[src/rtl/alu_pkg.sv]
// rtl/alu_pkg.sv - shared sizes, idle key and opcode constants for the ALU arbiter slice
//
// Contents:
//   KEY_SIZE, OPCODE_SIZE, OPERAND_SIZE : default widths for the ALU-facing buses
//   KEY_IDLE                            : key value meaning "no operation" (ALU bubble)
//   alu_opcode_e                        : opcode encoding understood by the shared ALU
package alu_pkg;

    localparam int KEY_SIZE     = 8;
    localparam int OPCODE_SIZE  = 3;
    localparam int OPERAND_SIZE = 32;

    localparam logic [KEY_SIZE-1:0] KEY_IDLE = '0;

    typedef enum logic [OPCODE_SIZE-1:0] {
        OP_ADD  = 3'd0,
        OP_SUB  = 3'd1,
        OP_AND  = 3'd2,
        OP_OR   = 3'd3,
        OP_XOR  = 3'd4,
        OP_SHL  = 3'd5,
        OP_SHR  = 3'd6,
        OP_PASS = 3'd7
    } alu_opcode_e;

endpackage

[src/rtl/rr_arbiter.sv]
// rtl/rr_arbiter.sv - combinational one-hot grant selection, round-robin or fixed priority
//
// Optional feature macro: ALU_ARB_FIXED_PRIO_EN
//   undefined : round-robin, search starts at ptr_i+1 modulo N
//   defined   : fixed priority, lowest index wins, ptr_i port removed
//
// Ports:
//   ptr_i  in   index of the last granted requester (round-robin build only)
//   req_i  in   N-bit request vector (already masked for eligibility)
//   gnt_o  out  N-bit one-hot grant, all zero when no request
module rr_arbiter #(
    parameter int N = 4
) (
`ifndef ALU_ARB_FIXED_PRIO_EN
    input  logic [$clog2(N)-1:0] ptr_i,
`endif
    input  logic [N-1:0]         req_i,
    output logic [N-1:0]         gnt_o
);

`ifdef ALU_ARB_FIXED_PRIO_EN

    logic found;

    always_comb begin
        gnt_o = '0;
        found = 1'b0;
        for (int i = 0; i < N; i++) begin
            if (!found && req_i[i]) begin
                gnt_o[i] = 1'b1;
                found    = 1'b1;
            end
        end
    end

`else

    localparam int IDXW = $clog2(N);

    logic            found;
    logic [IDXW-1:0] idx;

    // Walk N positions starting one past the last winner; the last position
    // visited is the previous winner itself, so a lone requester is re-granted.
    always_comb begin
        gnt_o = '0;
        found = 1'b0;
        idx   = '0;
        for (int s = 1; s <= N; s++) begin
            idx = IDXW'((int'(ptr_i) + s) % N);
            if (!found && req_i[idx]) begin
                gnt_o[idx] = 1'b1;
                found      = 1'b1;
            end
        end
    end

`endif

endmodule

[src/rtl/alu_arbiter.sv]
// rtl/alu_arbiter.sv - shares one keyed, variable-latency ALU between NCH client channels
//
// Optional feature macro: ALU_ARB_FIXED_PRIO_EN (fixed priority instead of round-robin)
//
// Ports:
//   clk          in   single clock, rising edge
//   rst          in   asynchronous active-low reset
//   req_i        in   per-channel request level
//   op_i         in   packed opcodes, channel i at [i*OPCW +: OPCW]
//   A_i, B_i     in   packed operands, channel i at [i*OPW +: OPW]
//   gnt_o        out  one-cycle grant pulse (combinational in the grant cycle)
//   busy_o       out  channel has an operation in flight
//   res_valid_o  out  one-cycle result pulse per channel
//   res_o        out  result shared by all channels, holds between returns
//   alu_op_o, alu_key_o, alu_A_o, alu_B_o  out  registered issue to the ALU
//   alu_key_i, alu_O_i                     in   returning key and result from the ALU
//   err_o        out  sticky protocol error (bad or unexpected return key)
module alu_arbiter
    import alu_pkg::*;
#(
    parameter int NCH  = 4,
    parameter int OPW  = OPERAND_SIZE,
    parameter int OPCW = OPCODE_SIZE,
    parameter int KEYW = KEY_SIZE
) (
    input  logic                clk,
    input  logic                rst,
    input  logic [NCH-1:0]      req_i,
    input  logic [NCH*OPCW-1:0] op_i,
    input  logic [NCH*OPW-1:0]  A_i,
    input  logic [NCH*OPW-1:0]  B_i,
    output logic [NCH-1:0]      gnt_o,
    output logic [NCH-1:0]      busy_o,
    output logic [NCH-1:0]      res_valid_o,
    output logic [OPW-1:0]      res_o,
    output logic [OPCW-1:0]     alu_op_o,
    output logic [KEYW-1:0]     alu_key_o,
    output logic [OPW-1:0]      alu_A_o,
    output logic [OPW-1:0]      alu_B_o,
    input  logic [KEYW-1:0]     alu_key_i,
    input  logic [OPW-1:0]      alu_O_i,
    output logic                err_o
);

    localparam logic [KEYW-1:0] KEY_NONE = KEYW'(KEY_IDLE);

    logic [NCH-1:0]  busy_q, busy_d;
    logic [NCH-1:0]  res_valid_q, res_valid_d;
    logic [OPW-1:0]  res_q, res_d;
    logic [OPCW-1:0] alu_op_q, alu_op_d;
    logic [KEYW-1:0] alu_key_q, alu_key_d;
    logic [OPW-1:0]  alu_a_q, alu_a_d;
    logic [OPW-1:0]  alu_b_q, alu_b_d;
    logic            err_q, err_d;

    logic [NCH-1:0]  eligible;
    logic [NCH-1:0]  gnt;
    logic [NCH-1:0]  ret_hit;
    logic [NCH-1:0]  ret_ok;

    // A channel with an operation outstanding cannot be granted again; the
    // busy bit is the registered one, so a channel whose result returns this
    // cycle only becomes eligible the cycle after.
    assign eligible = req_i & ~busy_q;

`ifdef ALU_ARB_FIXED_PRIO_EN

    rr_arbiter #(
        .N (NCH)
    ) u_rr_arbiter (
        .req_i (eligible),
        .gnt_o (gnt)
    );

`else

    localparam int IDXW = $clog2(NCH);

    logic [IDXW-1:0] ptr_q, ptr_d;

    rr_arbiter #(
        .N (NCH)
    ) u_rr_arbiter (
        .ptr_i (ptr_q),
        .req_i (eligible),
        .gnt_o (gnt)
    );

    // The pointer remembers the last winner and only moves on a grant.
    always_comb begin
        ptr_d = ptr_q;
        for (int i = 0; i < NCH; i++) begin
            if (gnt[i]) begin
                ptr_d = IDXW'(i);
            end
        end
    end

    always_ff @(posedge clk or negedge rst) begin
        if (!rst) begin
            ptr_q <= IDXW'(NCH - 1);
        end else begin
            ptr_q <= ptr_d;
        end
    end

`endif

    // Decode the returning key against every channel; only a hit on a busy
    // channel is a legal return. Key values above NCH never hit.
    always_comb begin
        ret_hit = '0;
        for (int i = 0; i < NCH; i++) begin
            ret_hit[i] = (alu_key_i == KEYW'(i + 1));
        end
        ret_ok = ret_hit & busy_q;
    end

    always_comb begin
        busy_d      = busy_q;
        res_valid_d = '0;
        res_d       = res_q;
        err_d       = err_q;
        alu_key_d   = KEY_NONE;
        alu_op_d    = alu_op_q;
        alu_a_d     = alu_a_q;
        alu_b_d     = alu_b_q;

        // Return path
        if (alu_key_i != KEY_NONE) begin
            if (|ret_ok) begin
                res_d       = alu_O_i;
                res_valid_d = ret_ok;
            end else begin
                err_d = 1'b1;
            end
        end

        // Grant path; a granted channel is never busy, so it cannot collide
        // with the channel being retired in the same cycle.
        busy_d = (busy_q & ~ret_ok) | gnt;
        for (int i = 0; i < NCH; i++) begin
            if (gnt[i]) begin
                alu_key_d = KEYW'(i + 1);
                alu_op_d  = op_i[i*OPCW +: OPCW];
                alu_a_d   = A_i[i*OPW +: OPW];
                alu_b_d   = B_i[i*OPW +: OPW];
            end
        end
    end

    always_ff @(posedge clk or negedge rst) begin
        if (!rst) begin
            busy_q      <= '0;
            res_valid_q <= '0;
            res_q       <= '0;
            err_q       <= 1'b0;
            alu_key_q   <= KEY_NONE;
            alu_op_q    <= '0;
            alu_a_q     <= '0;
            alu_b_q     <= '0;
        end else begin
            busy_q      <= busy_d;
            res_valid_q <= res_valid_d;
            res_q       <= res_d;
            err_q       <= err_d;
            alu_key_q   <= alu_key_d;
            alu_op_q    <= alu_op_d;
            alu_a_q     <= alu_a_d;
            alu_b_q     <= alu_b_d;
        end
    end

    // The grant is combinational, so it is forced low while reset is asserted.
    assign gnt_o       = gnt & {NCH{rst}};
    assign busy_o      = busy_q;
    assign res_valid_o = res_valid_q;
    assign res_o       = res_q;
    assign alu_key_o   = alu_key_q;
    assign alu_op_o    = alu_op_q;
    assign alu_A_o     = alu_a_q;
    assign alu_B_o     = alu_b_q;
    assign err_o       = err_q;

endmodule

[config.mk]
export PLATFORM = sky130hd
export DESIGN_NAME = alu_arbiter
export DESIGN_NICKNAME = d
export VERILOG_FILES = /design/src/rtl/alu_pkg.sv /design/src/rtl/rr_arbiter.sv /design/src/rtl/alu_arbiter.sv
export SDC_FILE = /design/constraint.sdc
export NUM_CORES = 1
export LEC_CHECK = 0
export CAP_MARGIN = 0
export CELL_PAD_IN_SITES_DETAIL_PLACEMENT = 0
export CELL_PAD_IN_SITES_GLOBAL_PLACEMENT = 1
export CORE_ASPECT_RATIO = 1.1
export CORE_MARGIN = 10
export CORE_UTILIZATION = 29
export DETAILED_ROUTE_END_ITERATION = 6
export PLACE_DENSITY_LB_ADDON = 0.1
export SYNTH_ARGS = -nofsm -noshare
export SYNTH_HDL_FRONTEND = slang
export SYNTH_SLANG_ARGS = --single-unit
[constraint.sdc]
create_clock -name clk -period 4.43 [get_ports clk]
set_clock_uncertainty 0.15 [all_clocks]
set_input_delay 0.6645 -clock clk [delete_from_list [all_inputs] [get_ports clk]]
set_output_delay 0.6645 -clock clk [all_outputs]
set_load 0.1 [all_outputs]
Fig. 1: run 1, M1 wires
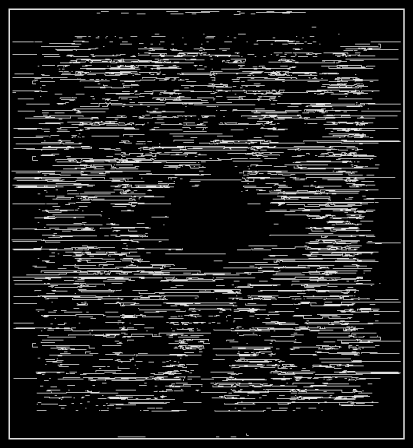
The layer carries 14100 um of wire. The longest straight run is 60.7 um.

Fig. 2: run 1, met2 routing
Scale bar: 50 um. Cells faint in the background.
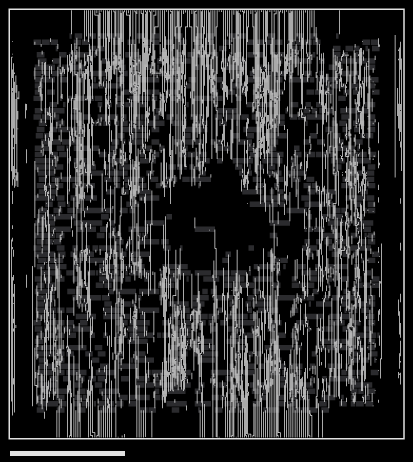
1268 nets have wire on it. The layer holds 48% of the routed length. The wires run mostly vertical. The layer carries 18000 um of wire. The longest straight run is 70.5 um.

Fig. 3: run 1, the metal 3 layer
Scale bar: 50 um.
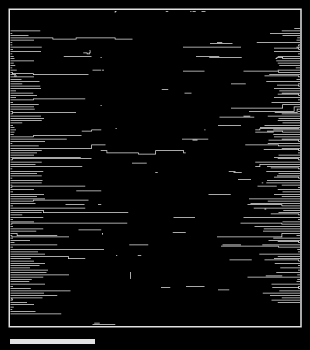
The layer carries 4440 um of wire. 278 nets have wire on it. The wires run mostly horizontal.
vias after detailed routing: 8057
met3 usage in global routing: 10.0%

==> Changelog: implementation, run 1 <==
## Implementation

* Worst-Skew Late Latency at 410 ps
* Setup TNS at 0 ps
* Crit. End Element: output port
* Highest routed layer: met4
* Wire length on met2 at 18000 um
* Placed cell areas at 0.0118 mm2
* Register Area at 0.00283 mm2
* CTS Sinks at 113
* Nets at 1493
* Wire length of the first global-routing pass at 55000 um
* Switch share at 56.4%
* Max-slew headroom at 22.6%
* Synth top area share at 37.9%
* Number of global-route vias before repair at 8475
* Post-synth ARST share at 100%
* Multi-input gate area at 0.00401 mm2
* Number of top-level pins at 434
* Detailed placement HPWL at 26100 um
* Post-synthesis chip area from yosys at 0.00734 mm2
* Worst Setup SP: ptr_q[0]$_DFFE_PN1P_
* Initial drt markers at 498
* Overall die width at 172 um
* Top cells excl fill/tap: 423 x clkdlybuf4s50_1, 111 x dfrtp_1, 73 x nand2_1
* Period utilization at 87.4%
* Wire length per cell at 24.7 um
* Critical Path RT at 3620 ps
* Synth area leaders: dfrtp_1 38%, o311ai_1 8.1%, o21bai_1 7.0%, and3_1 5.9%, a21boi_0 5.8%
* Final Critical Period at 3870 ps
* Leading power group: combinational logic
* Comb pwr at 7.35 mW
* PortBufs at 428
* Area Overhead vs Synth at 69.4%
* MaxCap Viol Count at 0
* Antenna Nets Post-Route at 0
* GRT busiest layer: met2
* Worst R2R Path Depth at 9
* Status: completed
* Via density at 5.35
* Leak Pwr at 5.15 nW
* Fmax at 0.258 GHz
* Path type of the worst setup path: reg2out
* Simple-Gate Area Share at 16.7%
* Core Util, Final at 49.5%
* Int Pwr at 4.65 mW
* Met3 wire length at 4440 um
* Met1 WL at 14100 um
* Seq pwr share at 16.9%
* Yosys aoi share at 30.0%
* RSZ-0062 raised after global routing: no
* GRT Total Usage at 22.3%
* Worst-Margin Slew at 1160 ps
* Crit path to: gnt_o[1]
## run 1: registers in the layout (all words and copies together) (netlist names)
| signal | cells |
|---|---|
| res_o | 32 |
| ptr_q | 2 |
| alu_key_o | 3 |
| err_o | 1 |
| alu_B_o | 32 |
| res_valid_o | 4 |
| alu_A_o | 32 |
| alu_op_o | 3 |
| busy_o | 4 |
## run 1: area by class of cell
cell class	instances	share of cell area (%)
Timing Repair Buffer	445	36.4
Sequential cell	113	22.8
Clock inverter	15	1.59
Antenna cell	6	0.121
Tap cell	315	3.17
Inverter	8	0.242
Clock buffer	17	3.42
Multi-Input combinational cell	587	32.3
## run 1: critical path: cells and delay by family (launching register included)
family	cells	cell delay, ps
flops	1	700
buf+inv	2	300
mux	1	440
simple gates	3	700
fa+ha+maj	1	360
compound gates	1	130
==> run 2: changes to the inputs <==
ABC_CLOCK_PERIOD_IN_PS = 4430   (was not set)
Fig. 4: run 2, routing congestion
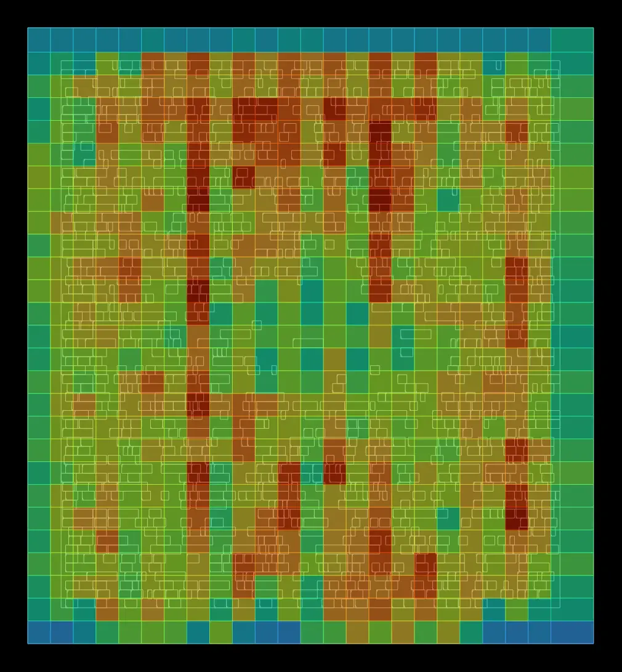
GRT Total Usage: 22.3%
GRT busiest layer: met2
met1 Use GR: 25.6%

==> Changelog: implementation, run 2 <==
## Implementation

* Post-synthesis chip area from yosys at 0.00734 mm2
* Top class by area: buffers
* PortBufs at 428
* CTS Sinks at 113
* Max-slew headroom at 22.6%
* Register Area at 0.00283 mm2
* CP bufs+invs at 2
* Diodes inserted at 6
* Post-synth ARST share at 100%
* Seq pwr share at 16.9%
* Final non-clock buffer share at 36.4%
* CP delay by family, top: flip-flops
* Comb gates at 587
* RSZ-0062 raised after global routing: no
* Wire length per cell at 24.7 um
* Fmax at 0.258 GHz
* P_seq at 1.80 mW
* Area Overhead vs Synth at 69.4%
* CLK BUF at 17
* Switch share at 56.4%
* Multi-input gate area at 0.00401 mm2
* Placed cell areas at 0.0118 mm2
* Met3 usage in global routing at 10.0%
* Core Util, Final at 49.5%
* Top cells excl fill/tap: 423 x clkdlybuf4s50_1, 111 x dfrtp_1, 73 x nand2_1
* Detailed placement HPWL at 26100 um
* Number of top-level pins at 434
* Leak Pwr at 5.15 nW
* Worst-Margin Slew at 1160 ps
* Distinct lib cells used at 44
* Worst EP arrival at 3060 ps
* Crit. End Element: output port
* Path type of the worst setup path: reg2out
* Sequential portion of the cell area at 22.8%
* Worst-Skew Late Latency at 410 ps
* Wire length of the first global-routing pass at 55000 um
* Antenna Nets Post-Route at 0
* Setup bufs post-CTS at 0
* Simple-Gate Area Share at 16.7%
* Vias after detailed routing at 8057
* Layout clock area frac at 5.01%
* Critical Path RT at 3620 ps
* Int Pwr at 4.65 mW
* Number of global-route vias before repair at 8475
* Worst R2R Path Depth at 9
* Period utilization at 87.4%
* Bufs w/o clock at 445
* Status: completed
* Comb pwr at 7.35 mW
* R2R setup slack at 940 ps
* MaxCap Viol Count at 0
* Leading power group: combinational logic
* Tap cells at 315
* Setup TNS at 0 ps
* Fill count at 2397
* Mapped Area at 0.00734 mm2
* Chip area at 0.0321 mm2
* Comb/total area at 32.3%
* Initial drt markers at 498
* Final Critical Period at 3870 ps
* Cell type with the largest total area: dfrtp_1
* Overall die width at 172 um
* Synth top area share at 37.9%
* Slowest stage cell on the critical path: dfstp_2
* Flops at 113
* Via density at 5.35
==> run 2: how the worst max path moves through the flow <==
stage	startpoint	end	slack, ps	depth (start not counted)
6_report	ptr_q[0]$_DFFE_PN1P_	gnt_o[1]	560	8
5_1_grt	ptr_q[0]$_DFFE_PN1P_	gnt_o[3]	380	7
4_1_cts	ptr_q[0]$_DFFE_PN1P_	gnt_o[1]	530	8
3_5_place_dp	req_i[1]	gnt_o[2]	650	8
3_3_place_gp	req_i[1]	gnt_o[2]	690	8
2_1_floorplan	busy_o[1]$_DFF_PN0_	gnt_o[2]	250	8
==> run 2: metal layers <==
metal,up-vias,wire [um]
li1,3709,-
met1,3975,14100
met2,343,18000
met3,30,4440
met4,0,678
met5,-,0
==> run 3: changes to the inputs <==
PLACE_DENSITY = 0.93   (was not set)
PLACE_DENSITY_LB_ADDON = not set   (was 0.1)
SKIP_LAST_GASP = 1   (was not set)
Fig. 5: run 3, M1 wires
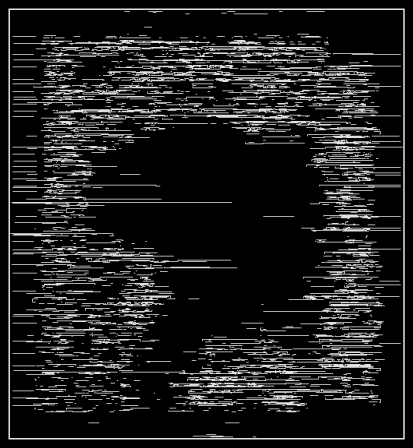
The layer carries 13000 um of wire. The longest straight run is 96.1 um. 1312 nets have wire on it. The layer holds 38% of the routed length. The wires run mostly horizontal.

==> Changelog: implementation, run 3 <==
## Implementation

* Critical Path RT at 3620 ps
* Comb/total area at 32.4%
* Multi-input gate area at 0.00401 mm2
* Met1 Use GR at 23.3%
* Number of top-level pins at 434
* Post-synthesis chip area from yosys at 0.00734 mm2
* Cell type with the largest total area: dfrtp_1
* Register Area at 0.00283 mm2
* Flops at 113
* Mapped Area at 0.00734 mm2
* MaxCap Viol Count at 0
* RSZ-0062 raised after global routing: no
* Diodes inserted at 1
* Setup bufs post-CTS at 0
* GRT Total Usage at 20.5%
* Period utilization at 87.5%
* Worst EP arrival at 3060 ps
* Tool warning count at 32
* Worst Setup SP: ptr_q[0]$_DFFE_PN1P_
* Inverters at 8
* Max-slew headroom at 28.3%
* Final non-clock buffer share at 36.5%
* Layout clock area frac at 4.80%
* Chip area at 0.0321 mm2
* Final Critical Period at 3880 ps
* PortBufs at 428
* Distinct lib cells used at 44
* Worst-Margin Slew at 1070 ps
* Fill count at 2262
* Area Overhead vs Synth at 68.9%
* Crit path to: gnt_o[1]
* Met3 usage in global routing at 8.23%
* Overall die width at 172 um
* Vias after detailed routing at 8106
* Status: completed
* Simple-Gate Area Share at 16.7%
* Initial drt markers at 633
* Worst R2R Path Depth at 9
* Detailed placement HPWL at 24700 um
* Core Util, Final at 49.4%
* Nets at 1492
* Number of global-route vias before repair at 8364
* Placed cell areas at 0.0118 mm2
* Post-synth ARST share at 100%
* CP bufs+invs at 2
* Grt ovf at 0
* CLK BUF at 18
* CTS Hold Buffers Added at 0
* Bufs w/o clock at 444
* GRT busiest layer: met2
* CTS Sinks at 113
* Crit. End Element: output port
* Comb gates at 587
* Yosys aoi share at 30.0%
* R2R setup slack at 970 ps
* Top cells excl fill/tap: 423 x clkdlybuf4s50_1, 111 x dfrtp_1, 73 x nand2_1
* Yosys Instances at 795
* Worst-Skew Late Latency at 420 ps
* Leak Pwr at 5.14 nW
* Critical Path Stages at 8
* Sequential portion of the cell area at 22.8%
* CP delay by family, top: simple AND/OR/NAND/NOR gates
==> run 3: cell count changes in the layout (fill, tap and decap cells not counted) <==
cell / delta
clkbuf_8: +1
buf_4: -2
buf_12: +1
bufinv_16: -1
inv_8: -2
clkinv_2: +2
diode_2: -5
==> run 3: routing by layer <==
| layer | share of wire [%] | wire length [um] | vias to the layer above |
|---|---|---|---|
| met1 | 38 | 13000 | 3946 |
| met3 | 11 | 3910 | 47 |
| met4 | 2.8 | 971 | 0 |
| li1 | - | - | 3702 |
| met5 | 0 | 0 | - |
| met2 | 48 | 16300 | 411 |
==> run 3: power by group <==
part	total [mW]	switching (mW)	internal, mW
logic	7.33	5.12	2.21
registers	1.79	0.252	1.54
clock network	1.42	0.571	0.852
total	10.5	5.95	4.60
Power and IR drop assume default switching activity.
